Routed metal, one color a layer:
Scale bar: 20 um.
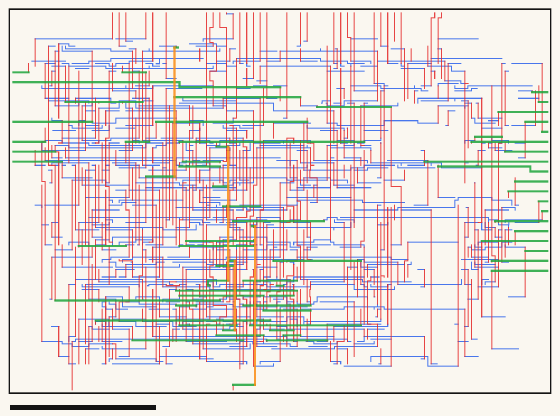
Routed clock nets over the placement:
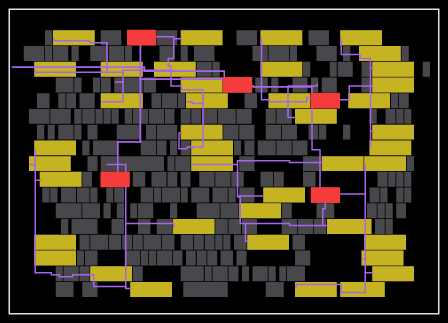
Selected gate families:
Scale bar: 20 um.
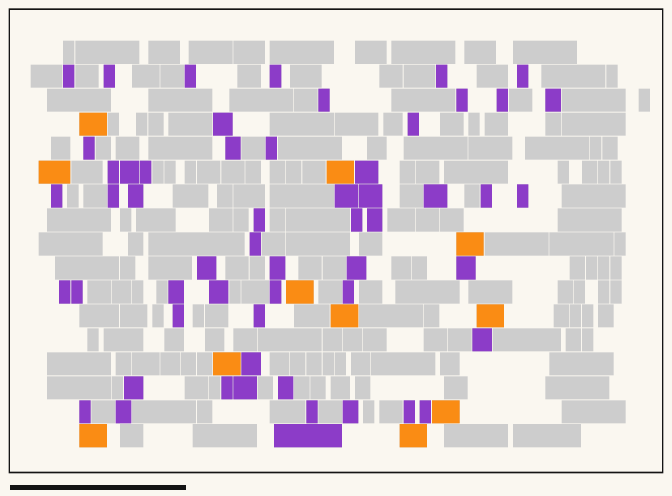
Routing congestion:
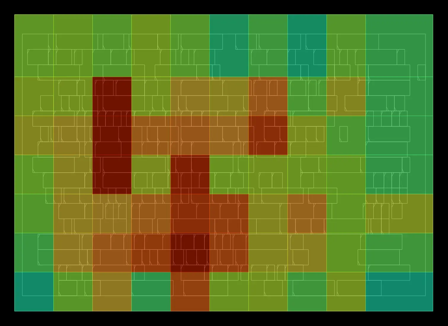
$ cat config.mk
export PLATFORM = sky130hd
export DESIGN_NAME = spi_bus_arbiter
export DESIGN_NICKNAME = d
export VERILOG_FILES = /design/src/rtl/spi_bus_arbiter.sv
export SDC_FILE = /design/constraint.sdc
export NUM_CORES = 1
export LEC_CHECK = 0
export ABC_CLOCK_PERIOD_IN_PS = 2490
export CORE_ASPECT_RATIO = 0.7
export CORE_UTILIZATION = 56
export DETAILED_ROUTE_END_ITERATION = 6
export DONT_BUFFER_PORTS = 1
export PLACE_DENSITY = 0.74
export REMOVE_ABC_BUFFERS = 1
export SETUP_SLACK_MARGIN = 0.05
export SLEW_MARGIN = 20
export SYNTH_ARGS = -nofsm -noshare
export SYNTH_HDL_FRONTEND = slang
export SYNTH_SLANG_ARGS = --single-unit
$ cat constraint.sdc
create_clock -name CLK -period 2.49 [get_ports CLK]
set_input_delay 0.747 -clock CLK [delete_from_list [all_inputs] [get_ports CLK]]
set_output_delay 0.747 -clock CLK [all_outputs]
set_load 0.02 [all_outputs]
$ cat src/rtl/spi_bus_arbiter.sv
// Two-requester arbiter for a shared SPI byte engine.
// Round-robin frame arbitration, chip-select setup and gap timing, idle-timeout revocation.
module spi_bus_arbiter #(
    parameter int CS_SETUP     = 2,
    parameter int CS_GAP       = 4,
    parameter int IDLE_TIMEOUT = 1024
) (
    input  logic       CLK,
    input  logic       RST,
    input  logic [1:0] REQ,
    input  logic [1:0] BEGIN,
    input  logic [7:0] SEND_DATA0,
    input  logic [7:0] SEND_DATA1,
    output logic [1:0] GNT,
    output logic [1:0] END,
    output logic [7:0] RX_DATA,
    output logic [1:0] ABORT,
    output logic [1:0] CS_N,
    output logic       SPI_BEGIN,
    output logic [7:0] SPI_SEND_DATA,
    input  logic       SPI_END,
    input  logic [7:0] SPI_RX_DATA
);

    localparam int MAX_A = (CS_SETUP > CS_GAP) ? CS_SETUP : CS_GAP;
    localparam int MAX_B = (MAX_A > IDLE_TIMEOUT) ? MAX_A : IDLE_TIMEOUT;
    localparam int MAXC  = (MAX_B > 1) ? MAX_B : 1;
    localparam int CW    = $clog2(MAXC + 1);

    localparam logic [CW-1:0] SETUP_LAST = CW'((CS_SETUP > 1) ? CS_SETUP - 1 : 0);
    localparam logic [CW-1:0] IDLE_LAST  = CW'((IDLE_TIMEOUT > 1) ? IDLE_TIMEOUT - 1 : 0);
    // The IDLE cycle that samples requests is itself chip-select-high, so the
    // GAP state lasts one cycle less than the required minimum gap.
    localparam logic [CW-1:0] GAP_LAST   = CW'((CS_GAP > 2) ? CS_GAP - 2 : 0);

    typedef enum logic [2:0] {
        IDLE,
        SETUP,
        ACTIVE,
        BUSY,
        GAP
    } state_t;

    localparam state_t REL_STATE = (CS_GAP > 1) ? GAP : IDLE;

    state_t        state;
    logic          win;
    logic          last;
    logic [CW-1:0] cnt;

    // Arbitration FSM with all outputs registered.
    always_ff @(posedge CLK) begin
        if (RST) begin
            state         <= IDLE;
            win           <= 1'b0;
            last          <= 1'b1;
            cnt           <= '0;
            GNT           <= '0;
            END           <= '0;
            ABORT         <= '0;
            CS_N          <= '1;
            SPI_BEGIN     <= 1'b0;
            SPI_SEND_DATA <= '0;
            RX_DATA       <= '0;
        end else begin
            END       <= '0;
            ABORT     <= '0;
            SPI_BEGIN <= 1'b0;
            unique case (state)
                IDLE: begin
                    if (REQ != 2'b00) begin
                        if (REQ == 2'b11) begin
                            win  <= ~last;
                            CS_N <= last ? 2'b10 : 2'b01;
                        end else begin
                            win  <= REQ[1];
                            CS_N <= REQ[1] ? 2'b01 : 2'b10;
                        end
                        cnt   <= '0;
                        state <= SETUP;
                    end
                end
                SETUP: begin
                    if (!REQ[win]) begin
                        CS_N  <= '1;
                        cnt   <= '0;
                        state <= REL_STATE;
                    end else if (cnt == SETUP_LAST) begin
                        GNT   <= win ? 2'b10 : 2'b01;
                        cnt   <= '0;
                        state <= ACTIVE;
                    end else begin
                        cnt <= cnt + CW'(1);
                    end
                end
                ACTIVE: begin
                    if (!REQ[win] || (!BEGIN[win] && cnt == IDLE_LAST)) begin
                        if (REQ[win]) begin
                            ABORT[win] <= 1'b1;
                        end
                        GNT   <= '0;
                        CS_N  <= '1;
                        last  <= win;
                        cnt   <= '0;
                        state <= REL_STATE;
                    end else if (BEGIN[win]) begin
                        SPI_SEND_DATA <= win ? SEND_DATA1 : SEND_DATA0;
                        SPI_BEGIN     <= 1'b1;
                        cnt           <= '0;
                        state         <= BUSY;
                    end else begin
                        cnt <= cnt + CW'(1);
                    end
                end
                BUSY: begin
                    if (SPI_END) begin
                        END[win] <= 1'b1;
                        RX_DATA  <= SPI_RX_DATA;
                        state    <= ACTIVE;
                    end
                end
                GAP: begin
                    if (cnt == GAP_LAST) begin
                        cnt   <= '0;
                        state <= IDLE;
                    end else begin
                        cnt <= cnt + CW'(1);
                    end
                end
                default: begin
                    state <= IDLE;
                end
            endcase
        end
    end

endmodule

==> results.py <==
# Generated from Yosys and OpenROAD reports
metrics = {
    "outcome": {
        "outcome": "finished, final reports clean",
    },
    "setup_path": {
        "worstPathMaxFanout": 6,
        "cp_top_family": "simple AND/OR/NAND/NOR gates",
        "critPathLaunchType": "flip-flop",
        "critPathCaptureType": "flip-flop",
        "crit_path_max_incr_delay_ns": 0.56,
        "crit_cells": 6,
        "cp_slowest_cell": "or4_4",
        "worstPathCellList": "or4_4 > nor4_4 > nor3_1 > or3_4 > or4_1 > a21oi_1",
    },
    "sta": {
        "setup_viol": 0,
        "hold_violations": 0,
        "finalClockSkew_ns": 0.00873,
        "fin_crit_sh_pct": 97.1,
        "finalSetupTns_ns": 0,
        "setup_ws_ns": 0.0715,
        "fmax_mhz": 413,
        "rsz0062_at_grt": "false",
        "relSlewSlack_pct": 69.1,
        "drv_slew": 0,
    },
    "yosys": {
        "synth.distinct_cells": 41,
        "synth.most_common_cell": "dfxtp_1",
        "synth.cellmix.simpleShare_pct": 29.8,
        "synth_warnings": 0,
        "syn-instance-count": 251,
        "xor_area_share_pct": 0.431,
        "synthAdderAreaFrac_pct": 1.85,
        "synth_stat.cells": 251,
        "synth_area_per_cell_sq_um": 8.10,
        "syn_area_sq_um": 2030,
        "synthAoiAreaFrac_pct": 17.7,
        "largest_area_cell": "dfxtp_1",
        "mux_share_pct": 5.48,
        "flop_cell": "dfxtp_1",
        "edf_count": 0,
        "ys_top_cells_by_area": "dfxtp_1 40%, nor2_1 5.9%, nand2_1 5.4%, mux2i_1 4.9%, a21oi_1 3.9%",
        "synth_seq_share_pct": 40.4,
        "numSynthFlops": 41,
        "top_cells_by_count": "41 x dfxtp_1, 32 x nor2_1, 29 x nand2_1, 16 x a21oi_1, 13 x clkbuf_1",
    },
    "power": {
        "power.leakage_nw": 0.832,
        "power_w": 0.00204,
        "power_density_nw_per_um2": 900,
        "peakVddDrop_mv": 0.544,
    },
    "placement": {
        "placed_cell_area_sq_um": 2140,
        "port_buffers": 0,
        "dpl.hpwl_um": 3820,
        "place_ws_ns": 0.0240,
        "placed_cells": 296,
    },
    "finish": {
        "comb_cells": 187,
        "seq-cell-share_pct": 36.4,
        "ff_count": 41,
        "num_antenna_cells": 0,
        "nonClkBufAreaFrac_pct": 4.98,
        "inverters": 6,
        "clkCellAreaFrac_pct": 5.15,
        "final_area_sq_um": 2260,
        "clock_buffers": 7,
        "logic_area_sq_um": 1130,
        "flop_area_sq_um": 823,
        "n_all_buffers": 15,
        "layout_top_cells": "39 x dfxtp_1, 32 x nor2_1, 29 x nand2_1",
        "synthToLayoutAreaGrowth_pct": 11.3,
        "final_net_count": 290,
    },
    "global_route": {
        "gr-usage-met2_pct": 43.0,
        "grt_pass1_wl_um": 8050,
        "grt_overflow": 0,
        "grt_antenna_before_repair": 0,
        "grt_max_degree": 46,
    },
    "drt": {
        "highest_layer": "met4",
        "drt-met1-wl_um": 2320,
        "drc": 0,
        "dr.pass1.iters": 4,
        "wl_met3_um": 521,
        "first_iter_violations": 154,
    },
    "hold_path": {
        "hold_path.class": "reg2reg",
    },
    "cts": {
        "cts_tree": "done",
        "cts_buffer_depth": 2,
        "ctsRootBufferMaster": "clkbuf_8",
        "cts.repair.resized": 0,
        "clkSlewWorstSetupHoldPaths_ns": 0.08,
    },
    "floorplanning": {
        "fp.dieArea_sq_um": 3880,
        "tap_cells": 47,
        "die_x_um": 74.0,
        "core_util_floorplan_pct": 61.6,
        "ios": 56,
        "die_h_um": 52.4,
    },
    "job": {
        "drv_cap": 0,
        "warnings": 27,
    },
}
## Picture notes: 'routed metal, one color a layer'
legend:
  orange:
    layer: met4
    wire_length: 67.3 um
  green:
    layer: met3
    wire_length: 521 um
  blue:
    layer: met1
    wire_length: 2320 um
  red:
    layer: met2
    wire_length: 2490 um
total number of vias: 1928
drt total wl: 5400 um

## Picture notes: 'routed clock nets over the placement'
legend:
  purple:
    item: clock wires
    length: 474 um
  red:
    item: cells driving clock nets
    count: 5
  yellow:
    item: flip-flops
    count: 41
flops lie: widely spread
Latency at later pin: 0.29 ns
clock network power: 0.000552 W

## Picture notes: 'selected gate families'
legend:
  purple:
    family: NOR gates
    cells: 56
  orange:
    family: AND-OR and OR-AND gates
    cells: 11
most instantiated logic cell after routing: dfxtp_1
Finished Layout Cells: 304
logic share of the area: 49.9%

## Picture notes: 'routing congestion'
met1 usage: 38.1%
gr usage total: 28.3%
WL/cell: 17.8 um
utilization after layout: 68.6%
layer with the highest usage: met2

## report_power, final
group          internal (W)  total [W]  switching [W]
clock              0.000327   0.000552       0.000225
sequential         0.000711   0.000794      0.0000832
combinational      0.000295   0.000690       0.000395
total               0.00133    0.00204       0.000703
## state kept, by name (all words and copies together) (netlist names)
register / cells
CS_N: 2
ABORT: 2
GNT: 2
RX_DATA: 8
last: 1
state: 3
SPI_SEND_DATA: 8
win: 1
cnt: 11
SPI_BEGIN: 1
END: 2
## worst paths after layout
check | start | end
worst max-delay path | cnt[5]$_SDFFE_PP0P_ | state[1]$_SDFFE_PP0P_
worst max register to register | cnt[5]$_SDFFE_PP0P_ | state[1]$_SDFFE_PP0P_
worst min register to register | last$_SDFFE_PP1P_ | last$_SDFFE_PP1P_
worst min-delay path | last$_SDFFE_PP1P_ | last$_SDFFE_PP1P_
No activity file was given, so power comes from the tool's default toggle rates.
